### src/rtl/matrix_loader.sv
// Serial-to-FIFO matrix loader: takes N*N elements over valid/ready and pushes them to the FIFO with row/col tags.
// Optional sticky protocol-error flag: define LOADER_ERR_CHECK_EN to add the err output.
module matrix_loader #(
  parameter int DATA_W = 8,
  parameter int N_W    = 4,
  parameter int MAX_N  = 8,
  parameter int CNT_W  = 7
) (
  input  logic              clk,
  input  logic              rst,
  input  logic              start,
  input  logic [N_W-1:0]    N,
  input  logic [DATA_W-1:0] data_in,
  input  logic              data_valid,
  output logic              data_ready,
  input  logic              full,
  output logic              push,
  output logic [DATA_W-1:0] wdata,
  output logic [N_W-1:0]    row,
  output logic [N_W-1:0]    col,
  output logic [CNT_W-1:0]  count,
  output logic              busy,
  output logic              done,
`ifdef LOADER_ERR_CHECK_EN
  output logic              err,
`endif
  output logic [1:0]        state_dbg
);

  // Handshake: an element transfers on a rising edge where data_valid && data_ready;
  // data_ready is only high in LOAD with the FIFO not full, so push can never overflow it.

  typedef enum logic [1:0] {
    S_IDLE = 2'd0,
    S_LOAD = 2'd1,
    S_DONE = 2'd2
  } state_t;

  localparam logic [N_W-1:0] MAX_N_C = N_W'(MAX_N);

  state_t             state_q, state_d;
  logic [N_W-1:0]     n_q;
  logic [CNT_W-1:0]   count_q;
  logic [N_W-1:0]     row_q, col_q;
  logic [N_W-1:0]     n_clamped;
  logic [CNT_W-1:0]   total;
  logic               last_elem;
  logic               col_last;
  logic               accept;
  logic               start_ok;

  assign n_clamped = (N > MAX_N_C) ? MAX_N_C : N;
  assign total     = CNT_W'(n_q) * CNT_W'(n_q);
  assign last_elem = (count_q == total - CNT_W'(1));
  assign col_last  = (col_q == n_q - N_W'(1));
  assign start_ok  = (state_q == S_IDLE) && start;

  always_comb begin
    state_d    = state_q;
    data_ready = 1'b0;
    busy       = 1'b0;
    done       = 1'b0;
    accept     = 1'b0;
    case (state_q)
      S_IDLE: begin
        if (start) state_d = (n_clamped == '0) ? S_DONE : S_LOAD;
      end
      S_LOAD: begin
        busy       = 1'b1;
        data_ready = ~full;
        accept     = data_valid & ~full;
        if (accept && last_elem) state_d = S_DONE;
      end
      S_DONE: begin
        done    = 1'b1;
        state_d = S_IDLE;
      end
      default: state_d = S_IDLE;
    endcase
  end

  assign push      = accept;
  assign wdata     = accept ? data_in : '0;
  assign row       = row_q;
  assign col       = col_q;
  assign count     = count_q;
  assign state_dbg = state_q;

  always_ff @(posedge clk or negedge rst) begin
    if (!rst) begin
      state_q <= S_IDLE;
      n_q     <= '0;
      count_q <= '0;
      row_q   <= '0;
      col_q   <= '0;
    end else begin
      state_q <= state_d;
      if (start_ok) begin
        n_q     <= n_clamped;
        count_q <= '0;
        row_q   <= '0;
        col_q   <= '0;
      end else if (accept) begin
        count_q <= count_q + CNT_W'(1);
        // Row-major walk: wrap the column at the end of each row.
        if (col_last) begin
          col_q <= '0;
          row_q <= row_q + N_W'(1);
        end else begin
          col_q <= col_q + N_W'(1);
        end
      end
    end
  end

`ifdef LOADER_ERR_CHECK_EN
  always_ff @(posedge clk or negedge rst) begin
    if (!rst) begin
      err <= 1'b0;
    end else if ((start_ok && (N == '0 || N > MAX_N_C)) ||
                 ((state_q == S_IDLE || state_q == S_DONE) && data_valid)) begin
      err <= 1'b1;
    end
  end
`endif

endmodule

### config.mk
export PLATFORM = sky130hd
export DESIGN_NAME = matrix_loader
export DESIGN_NICKNAME = d
export VERILOG_FILES = /design/src/rtl/matrix_loader.sv
export SDC_FILE = /design/constraint.sdc
export NUM_CORES = 1
export LEC_CHECK = 0
export ABC_AREA = 1
export CORE_AREA = 10 10 69 65
export DETAILED_ROUTE_END_ITERATION = 6
export DIE_AREA = 0 0 79 75
export DONT_BUFFER_PORTS = 1
export PLACE_DENSITY = 0.69
export REMOVE_ABC_BUFFERS = 1
export SETUP_SLACK_MARGIN = 0.02
export SYNTH_ARGS = -nofsm -noshare
export SYNTH_HDL_FRONTEND = slang
export SYNTH_SLANG_ARGS = --single-unit
### constraint.sdc
create_clock -name clk -period 2.8 [get_ports clk]
set_input_delay 0.56 -clock clk [delete_from_list [all_inputs] [get_ports clk]]
set_output_delay 0.56 -clock clk [all_outputs]
set_load 0.03 [all_outputs]
==> impl_summary.log, run 1 <==
[flow] collecting metrics
[metrics] data arrival time of the critical path: 2.83 ns
[metrics] maximum achievable frequency: 0.388 GHz
[metrics] cell total after placement: 277
[metrics] worst r2r src: n_q[3]$_DFFE_PN0P_
[metrics] Register-to-Register Setup Slack: 0.22 ns
[metrics] Yosys Chip Area: 1640 sq um
[metrics] cell-by-cell listing of the critical path: nand2_1, ha_1, xor2_1, xor2_1, ha_1, ha_1, nand3_1, nand2_1, nor2_1, inv_1, nand2_1, nand2_1, nor2_1, nor2_1, nor2_1
[metrics] combinational share of power: 65.5%
[metrics] most common cell after layout, fill and taps aside: sky130_fd_sc_hd__nand2_1
[metrics] first drt pass iteration count: 4
[metrics] cell at the slowest stage of the critical path: sky130_fd_sc_hd__dfrtp_1
[metrics] cells taking the most area after synthesis: sky130_fd_sc_hd__dfrtp_1 32%, sky130_fd_sc_hd__nand2_1 13%, sky130_fd_sc_hd__ha_1 9.1%, sky130_fd_sc_hd__inv_1 7.8%, sky130_fd_sc_hd__nor2_1 7.3%
[metrics] VDD IR max: 803 uV
[metrics] syn_area_per_cell: 7.00 sq um
[metrics] count of antenna-violating nets left after detailed routing: 0
[metrics] capturing element of the worst setup path: state_dbg[1]$_DFFE_PN0P_
[metrics] run status: finished clean
[metrics] number of design-rule violations left by the first detailed-router iteration: 83
[metrics] endpoint of the lowest-slack register-to-register path: state_dbg[1]$_DFFE_PN0P_
[metrics] Logic inverters: 39
[metrics] final critical-path setup slack: 0.220 ns
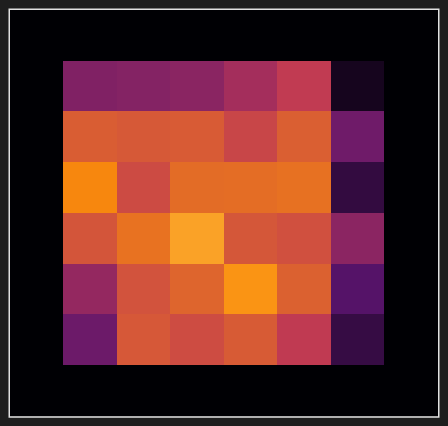
**Above:** run 1 (cell area per tile).
The die is cut into 8 by 8 equal tiles; black is low, pale yellow is high, 0 to 100% covered.
3.1% of the tiles are over 75% full. The mean over all tiles is 29%. The densest ninth of the die: centre. The fullest tile reaches 80%. 44% of the tiles are nearly empty.
total core area: 3040 sq um
utilization after layout: 57.5%
fp_density: 54.0%

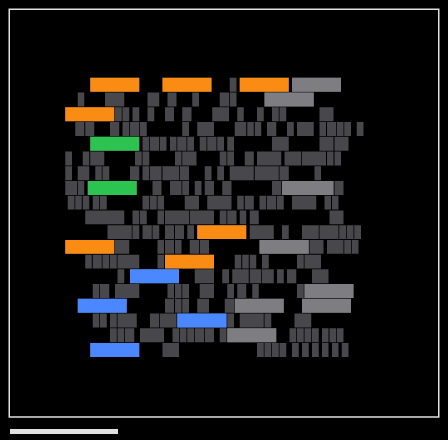
**Above:** run 1 (sequential cells coloured by netlist name).
Scale bar: 20 um.
Key: `count` = orange [placed flops 7]; `state_dbg` = green [placed flops 2]; `row` = blue [placed flops 4]
Another 8 sequential cells are not coloured.

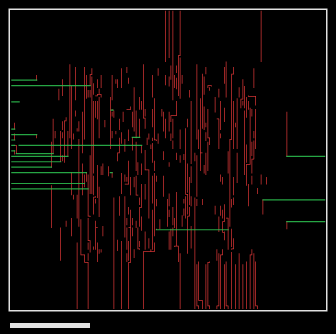
**Above:** run 1 (metal layers overlaid).
Scale bar: 20 um. Only two layers are drawn.
Key: metal 2 = red [wire length 1780 um]; metal 3 = green [wire length 223 um]

==> inputs of run 2 (changes only) <==
--- a/config.mk
+++ b/config.mk
@@ -10,6 +10,7 @@
 export DETAILED_ROUTE_END_ITERATION = 6
 export DIE_AREA = 0 0 79 75
 export DONT_BUFFER_PORTS = 1
+export GPL_ROUTABILITY_DRIVEN = 1
 export PLACE_DENSITY = 0.69
 export REMOVE_ABC_BUFFERS = 1
 export SETUP_SLACK_MARGIN = 0.02
==> impl_summary.log, run 2 <==
[flow] collecting metrics
[metrics] worst-case reg-to-reg path depth: 15
[metrics] final critical-path setup slack: 0.220 ns
[metrics] combinational share of power: 65.5%
[metrics] cell-by-cell listing of the critical path: nand2_1, ha_1, xor2_1, xor2_1, ha_1, ha_1, nand3_1, nand2_1, nor2_1, inv_1, nand2_1, nand2_1, nor2_1, nor2_1, nor2_1
[metrics] run status: finished clean
[metrics] endpoint of the lowest-slack register-to-register path: state_dbg[1]$_DFFE_PN0P_
[metrics] type of destination of the critical path: flip-flop
[metrics] most common cell after layout, fill and taps aside: sky130_fd_sc_hd__nand2_1
[metrics] data arrival time of the critical path: 2.83 ns
[metrics] first drt pass iteration count: 4
[metrics] maximum achievable frequency: 0.388 GHz
[metrics] syn_area_per_cell: 7.00 sq um
[metrics] Final Hold Fails: 0
[metrics] cell at the slowest stage of the critical path: sky130_fd_sc_hd__dfrtp_1
[metrics] AND/OR/NAND/NOR Cells, Area Fraction: 34.9%
[metrics] Worst Clk Skew: 0.00756 ns
[metrics] number of design-rule violations left by the first detailed-router iteration: 83
[metrics] capturing element of the worst setup path: state_dbg[1]$_DFFE_PN0P_
[metrics] antenna violations before repair: 0
[metrics] total core area: 3040 sq um
[metrics] VDD IR max: 803 uV
[metrics] Final Critical Period: 2.58 ns
[metrics] Logic inverters: 39
[metrics] worst r2r src: n_q[3]$_DFFE_PN0P_
[metrics] cells taking the most area after synthesis: sky130_fd_sc_hd__dfrtp_1 32%, sky130_fd_sc_hd__nand2_1 13%, sky130_fd_sc_hd__ha_1 9.1%, sky130_fd_sc_hd__inv_1 7.8%, sky130_fd_sc_hd__nor2_1 7.3%
[metrics] Yosys Chip Area: 1640 sq um
[metrics] utilization after layout: 57.5%
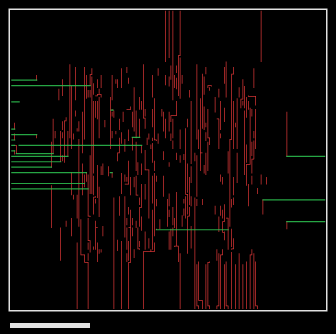
**Above:** run 2 (metal layers overlaid).
Scale bar: 20 um. Only two layers are drawn.
Key: metal 3 = green [wire length 223 um]; metal 2 = red [wire length 1780 um]
total wire length after detailed routing: 3820 um
vias post-DR: 1431

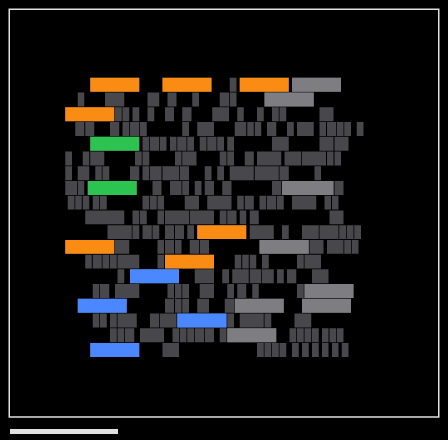
**Above:** run 2 (sequential cells coloured by netlist name).
Scale bar: 20 um.
Key: `count` = orange [placed flops 7]; `row` = blue [placed flops 4]; `state_dbg` = green [placed flops 2]

==> inputs of run 3 (changes only) <==
--- a/config.mk
+++ b/config.mk
@@ -6,14 +6,15 @@
 export NUM_CORES = 1
 export LEC_CHECK = 0
 export ABC_AREA = 1
-export CORE_AREA = 10 10 69 65
+export CORE_AREA = 4 4 63 59
 export DETAILED_ROUTE_END_ITERATION = 6
-export DIE_AREA = 0 0 79 75
+export DIE_AREA = 0 0 67 63
 export DONT_BUFFER_PORTS = 1
 export GPL_ROUTABILITY_DRIVEN = 1
 export PLACE_DENSITY = 0.69
 export REMOVE_ABC_BUFFERS = 1
 export SETUP_SLACK_MARGIN = 0.02
+export SKIP_CTS_REPAIR_TIMING = 1
 export SYNTH_ARGS = -nofsm -noshare
 export SYNTH_HDL_FRONTEND = slang
 export SYNTH_SLANG_ARGS = --single-unit
==> impl_summary.log, run 3 <==
[flow] collecting metrics
[metrics] cell-by-cell listing of the critical path: nand2_2, nor2_8, inv_2, nor2_1
[metrics] xor and xnor area share after synthesis: 6.39%
[metrics] Yosys Chip Area: 1640 sq um
[metrics] fill cell instance count of the final layout: 289
[metrics] global-route usage over all layers: 18.2%
[metrics] number of distinct library cells after synthesis: 29
[metrics] syn_area_per_cell: 7.00 sq um
[metrics] power in combinational cells: 1430 uW
[metrics] cells taking the most area after synthesis: sky130_fd_sc_hd__dfrtp_1 32%, sky130_fd_sc_hd__nand2_1 13%, sky130_fd_sc_hd__ha_1 9.1%, sky130_fd_sc_hd__inv_1 7.8%, sky130_fd_sc_hd__nor2_1 7.3%
[metrics] worst-case reg-to-reg path depth: 15
[metrics] total core area: 3020 sq um
[metrics] worst r2r src: n_q[2]$_DFFE_PN0P_
[metrics] largest net degree at the start of global routing: 22
[metrics] kind of start point of the critical path: flip-flop
[metrics] data arrival time of the critical path: 2.05 ns
[metrics] VDD IR max: 767 uV
[metrics] Final Critical Period: 2.61 ns
[metrics] AND/OR/NAND/NOR Cells, Area Fraction: 34.9%
[metrics] vertical extent of the die: 63 um
[metrics] maximum achievable frequency: 0.384 GHz
[metrics] final critical-path setup slack: 0.193 ns
[metrics] capturing element of the worst setup path: wdata[3]
[metrics] dominant combinational cell family by area after synthesis: simple AND/OR/NAND/NOR gates
[metrics] antenna violations before repair: 0
[metrics] final cycle utilization of the critical path: 93.1%
[metrics] Register-to-Register Setup Slack: 0.26 ns
[metrics] Max transition margin: 57.8%
[metrics] vias post-DR: 1414
[metrics] number of design-rule violations left by the first detailed-router iteration: 80
[metrics] critical path buffer and inverter count: 1
[metrics] Final Hold Fails: 0
[metrics] endpoint of the lowest-slack register-to-register path: state_dbg[1]$_DFFE_PN0P_
[metrics] first drt pass iteration count: 4
[metrics] Logic inverters: 39
[metrics] most common cell after layout, fill and taps aside: sky130_fd_sc_hd__nand2_1
[metrics] run status: finished clean
[metrics] footprint of the flip-flops and latches: 527 sq um
[metrics] type of destination of the critical path: primary output
[metrics] critical path start-end classification: flip-flop to primary output
[metrics] largest stage delay on the critical path: 0.61 ns
[metrics] cell total after placement: 276
[metrics] fp_density: 54.5%
[metrics] cell at the slowest stage of the critical path: sky130_fd_sc_hd__dfrtp_1
[metrics] Worst Clk Skew: 0.0105 ns
[metrics] count of antenna-violating nets left after detailed routing: 0
[metrics] utilization after layout: 58.6%
[metrics] met3 wire length: 320 um
[metrics] Worst Hold Slack: 0.0172 ns
[metrics] total wire length after detailed routing: 3590 um
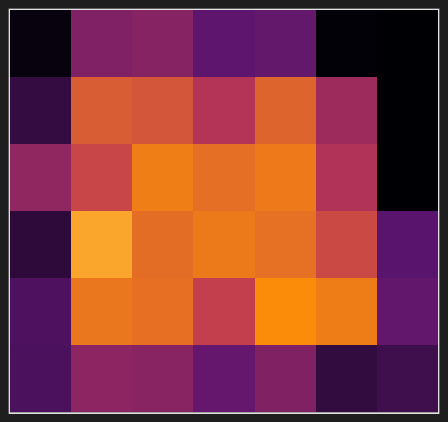
**Above:** run 3 (cell area per tile).
The die is cut into 7 by 6 equal tiles; black is low, pale yellow is high, 0 to 100% covered.
4.8% of the tiles are over 75% full. The mean over all tiles is 41%. The emptiest ninth of the die: upper right. The densest ninth of the die: centre. 9.5% of the tiles are nearly empty.

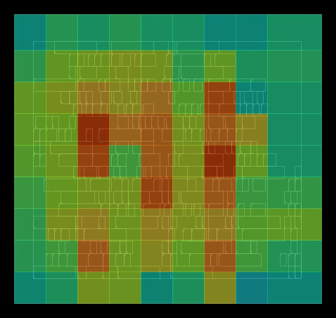
**Above:** run 3 (routing congestion).
met3 usage: 5.04%
busiest layer in global routing: met2
M1 GR Usage: 25.9%

Power is estimated from default activity; no workload was simulated.
